==> config.mk <==
export PLATFORM = sky130hd
export DESIGN_NAME = int_ctrl
export DESIGN_NICKNAME = d
export VERILOG_FILES = /design/src/rtl/int_ctrl_pkg.sv /design/src/rtl/int_prio_enc.sv /design/src/rtl/int_ctrl.sv
export SDC_FILE = /design/constraint.sdc
export NUM_CORES = 1
export LEC_CHECK = 0
export CORE_ASPECT_RATIO = 0.7
export CORE_MARGIN = 8
export CORE_UTILIZATION = 43
export DETAILED_ROUTE_END_ITERATION = 7
export PLACE_DENSITY_LB_ADDON = 0.2
export SLEW_MARGIN = 20
export SYNTH_ARGS = -nofsm -noshare
export SYNTH_HDL_FRONTEND = slang
export SYNTH_HIERARCHICAL = 1
export SYNTH_SLANG_ARGS = --single-unit
export TNS_END_PERCENT = 1
==> constraint.sdc <==
create_clock -name clk -period 1.9 [get_ports clk]
set_input_delay 0.38 -clock clk [delete_from_list [all_inputs] [get_ports clk]]
set_output_delay 0.38 -clock clk [all_outputs]
set_load 0.01 [all_outputs]
### Signal wires on met1, run 1

Cells faint in the background.
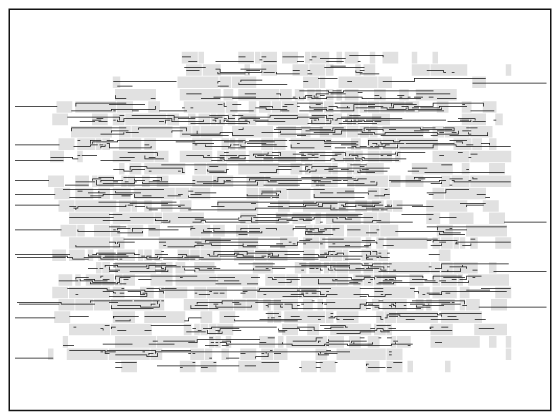
share of all routed wire: 47%
nets with wire on the layer: 437
wire length on this layer: 4,450 um
longest straight run: 42.8 um
vias post-DR: 2,734
wire length after detailed routing: 9.49 mm
global-route track usage on met1: 24.9%

### Placement density heat map, run 1

The bar under the picture is 20 um long. The die is cut into 12 by 9 equal tiles; dark blue is low, red is high, 0 to 100% covered.
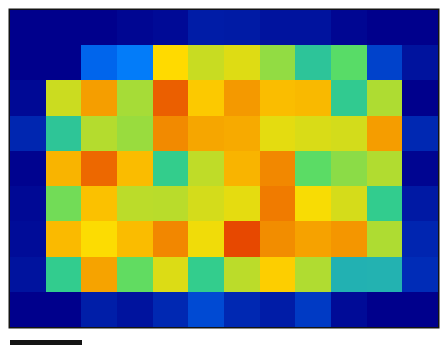
densest ninth of the die: centre
tiles over 75% full: 25%
emptiest ninth of the die: north-west
nearly empty tiles: 17%
fullest tile: 92%
mean over tiles: 44%
final standard cell utilization of the core: 65.8%
core area: 7220 um2
pre-placement core utilization: 44.1%

### Routing congestion map, run 1

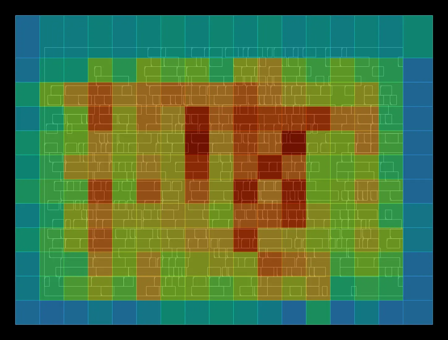
grt met3 use: 6.95%
layer with the highest usage after global routing: met2
Total GRT Usage: 18.4%
met2 usage: 26.2%

### The metal 2 layer, run 1

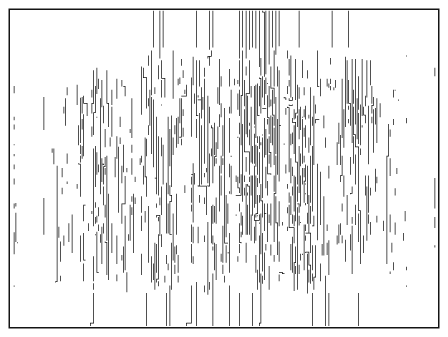
main direction: vertical
wire length on this layer: 4,160 um
share of all routed wire: 44%

==> impl_summary.log <==
[flow] final metrics
[metrics] number of antenna violations at the first check in global routing: 0
[metrics] cell-by-cell trace of the critical path: and2_4, nor4_4, nand3_2, a31oi_2, or3b_4, a211oi_2, o21ai_1
[metrics] cell area after placement: 4310 um2
[metrics] clock distribution area overhead in the final layout: 4.61%
[metrics] CP Max Fanout: 5
[metrics] top layer reached by signal wires: met4
[metrics] max-cap check violation count: 0
[metrics] violations in the final reports: setup timing
[metrics] FFs w/ async S/R, synth: 100%
[metrics] wire length of the first global-routing pass: 14.8 mm
[metrics] R2R cell count: 7
[metrics] average wire per standard cell: 17.7 um
[metrics] sequential area share after synthesis: 45.6%
[metrics] type of origin of the critical path: flop
[metrics] logic share of the area: 36.6%
[metrics] YS chip area: 3180 um2
[metrics] Seq. pwr: 1.65 mW
[metrics] final worst clock skew: 11.5 ps
[metrics] sw frac: 32.9%
[metrics] Clk power: 1.28 mW
[metrics] height of the chip: 88 um
[metrics] Inverters, non-clock: 19
[metrics] latest clock arrival within the worst-skew pair: 360 ps
[metrics] clock group share of total power: 24.3%
[metrics] most frequent cells after synthesis: 58 x dfrtp_1, 23 x o21ai_0, 19 x inv_1, 19 x nor2_1, 17 x and2_1
[metrics] count of inserted tapcells: 98
[metrics] main area contributors: dfrtp_1 46%, mux2_4 4.7%, mux2i_1 4.4%
[metrics] Final WS setup: -236 ps
[metrics] distinct cell type count after synthesis: 48
[metrics] share of the synthesized area in the top cell type: 45.6%
[metrics] Seq area share: 30.5%
[metrics] count of filler cells inserted in the layout: 610
[metrics] post-detailed-route DRC marker count: 0
[metrics] worst-case register-to-register setup slack: -240 ps
[metrics] net switching power: 1.74 mW
[metrics] Comb power: 2.35 mW
[metrics] critical path class: reg -> reg
[metrics] Bufs on Longest Clock Path: 2
[metrics] kind of capture point of the worst setup path: flop
[metrics] tally of OpenROAD warnings: 45
[metrics] final-layout clock buffer total: 11
[metrics] Ant. Diodes: 0
[metrics] Post-CTS Hold Buffers: 0
[metrics] total cells reported by yosys after synthesis: 305
[metrics] Gate power share: 44.6%
[metrics] hold violation count in the final report: 0
[metrics] maximum number of pins on one net before global-route repair: 59
[metrics] final setup violation count: 22
[metrics] final instance area: 4750 um2
[metrics] post-route met1 wirelength: 4.45 mm
[metrics] cell type group with the largest total delay on the critical path: simple AND/OR/NAND/NOR gates
[metrics] highest attainable clock frequency: 468 MHz
[metrics] layout multi-input combinational cell count: 215
[metrics] outcome: finished, violations left
[metrics] unrepaired setup endpoints after global routing: true
[metrics] routability-driven placement congestion ratio: 0.899
[metrics] most common logic cells in the final layout: 58 x dfrtp_1, 58 x buf_4, 37 x clkdlybuf4s50_1
[metrics] overall chip area: 10,500 um2
[metrics] Via density: 5.10
[metrics] post-DP HPWL: 7.08 mm
[metrics] logic area: 1740 um2
[metrics] cell chosen for the clock root: clkbuf_8
[metrics] Post-synth EDFFs: 0
[metrics] Max rail drop VDD: 719 uV
[metrics] final global-route overflow total: 0
[metrics] cell kind with the greatest summed area: logic gates
[metrics] Crit-path slowest cell: or3b_4
[metrics] sum of met2 wire segment lengths after detailed routing: 4.16 mm
[metrics] H-tree Lvls: 3
[metrics] number of buffers created by CTS: 9
[metrics] mean instance size in the synthesized netlist: 10.4 um2
[metrics] Min-Delay Path Class: in -> async
[metrics] Placement Rows: 26
[metrics] met3 wirelength from detailed routing: 783 um
[metrics] Tcrit/Tclk final: 112%
[metrics] Antenna Violating Nets Remaining: 0
[metrics] via count of the first global-routing pass: 2,808
[metrics] Syn Std Cell Area: 3180 um2
[metrics] measured slew at the worst slew-check pin: 550 ps
[metrics] most common flop cell mapped by yosys: dfrtp_1
[metrics] number of detailed-routing iterations run before antenna repair: 4
[metrics] Relative slew margins: 63.3%
[metrics] Internal Power: 3.54 mW
[metrics] maximum cell stage delay along the critical path: 450 ps
[metrics] setup TNS after final layout: -2910 ps
[metrics] area share of buffers outside the clock network: 24.2%
[metrics] width of the chip: 119 um
[metrics] logic depth of the worst path, buffers included: 7
[metrics] leakage: 2.11 nW
[metrics] non-clock buffer instance count of the final layout: 130
[metrics] num ports: 91
[metrics] Flop pwr share: 31.2%
[metrics] placed cell count: 513
[metrics] net total in the final layout: 490
[metrics] clock tree from TritonCTS: yes
[metrics] initial drt markers: 157
[metrics] power density over the cells: 1110 nW/um2
[metrics] Yosys top cell by area: dfrtp_1
[metrics] fraction of layout cells with a size suffix above 1: 38.6%
[metrics] critical path arrival: 2370 ps
[metrics] heaviest power group: combinational cells
[metrics] final standard cell count with taps included and fillers excluded: 536
[metrics] Sequential cell area: 1450 um2
[metrics] flip-flops: 58
[metrics] Synth flops: 58
[metrics] post-synthesis cell type with the largest instance count: dfrtp_1
[metrics] yosys synthesis warning count: 6
[metrics] Crit path buffers/inverters: 0
[metrics] cells after synthesis: 305
[metrics] fin. max-slew vios: 0
[metrics] area added between synthesis and finish: 49.3%
[metrics] clock-pin transition on the worst setup and hold timing paths: 70 ps
[metrics] required time at the endpoint of the critical path: 2130 ps
[run 1: through the flow]
stage	total power, mW	setup slack [ps]	hold WS, ps
after floorplan	2.60	-36.9	84.4
after detailed placement	3.57	-727	409
after global placement	3.51	-665	402
after global routing	5.57	-313	39.9
after CTS	5.07	-219	22.3
final	5.28	-236	15.3
[run 1: repair_timing]
action | 4_1_cts | 5_1_grt
endpoints found under the setup margin | 38 | 27
buffers inserted | 1 | 6
gates resized | 89 | 18
pin swaps | 15 | 12
[run 1: logic make-up after synthesis]
kind of cell           synth area share [%]
AND/OR/NAND/NOR                        18.8
flip-flops                             45.6
multiplexers                           13.0
AND-OR/OR-AND                          14.0
other                                 0.236
buffers and inverters                  8.41
Power and IR drop assume default switching activity.
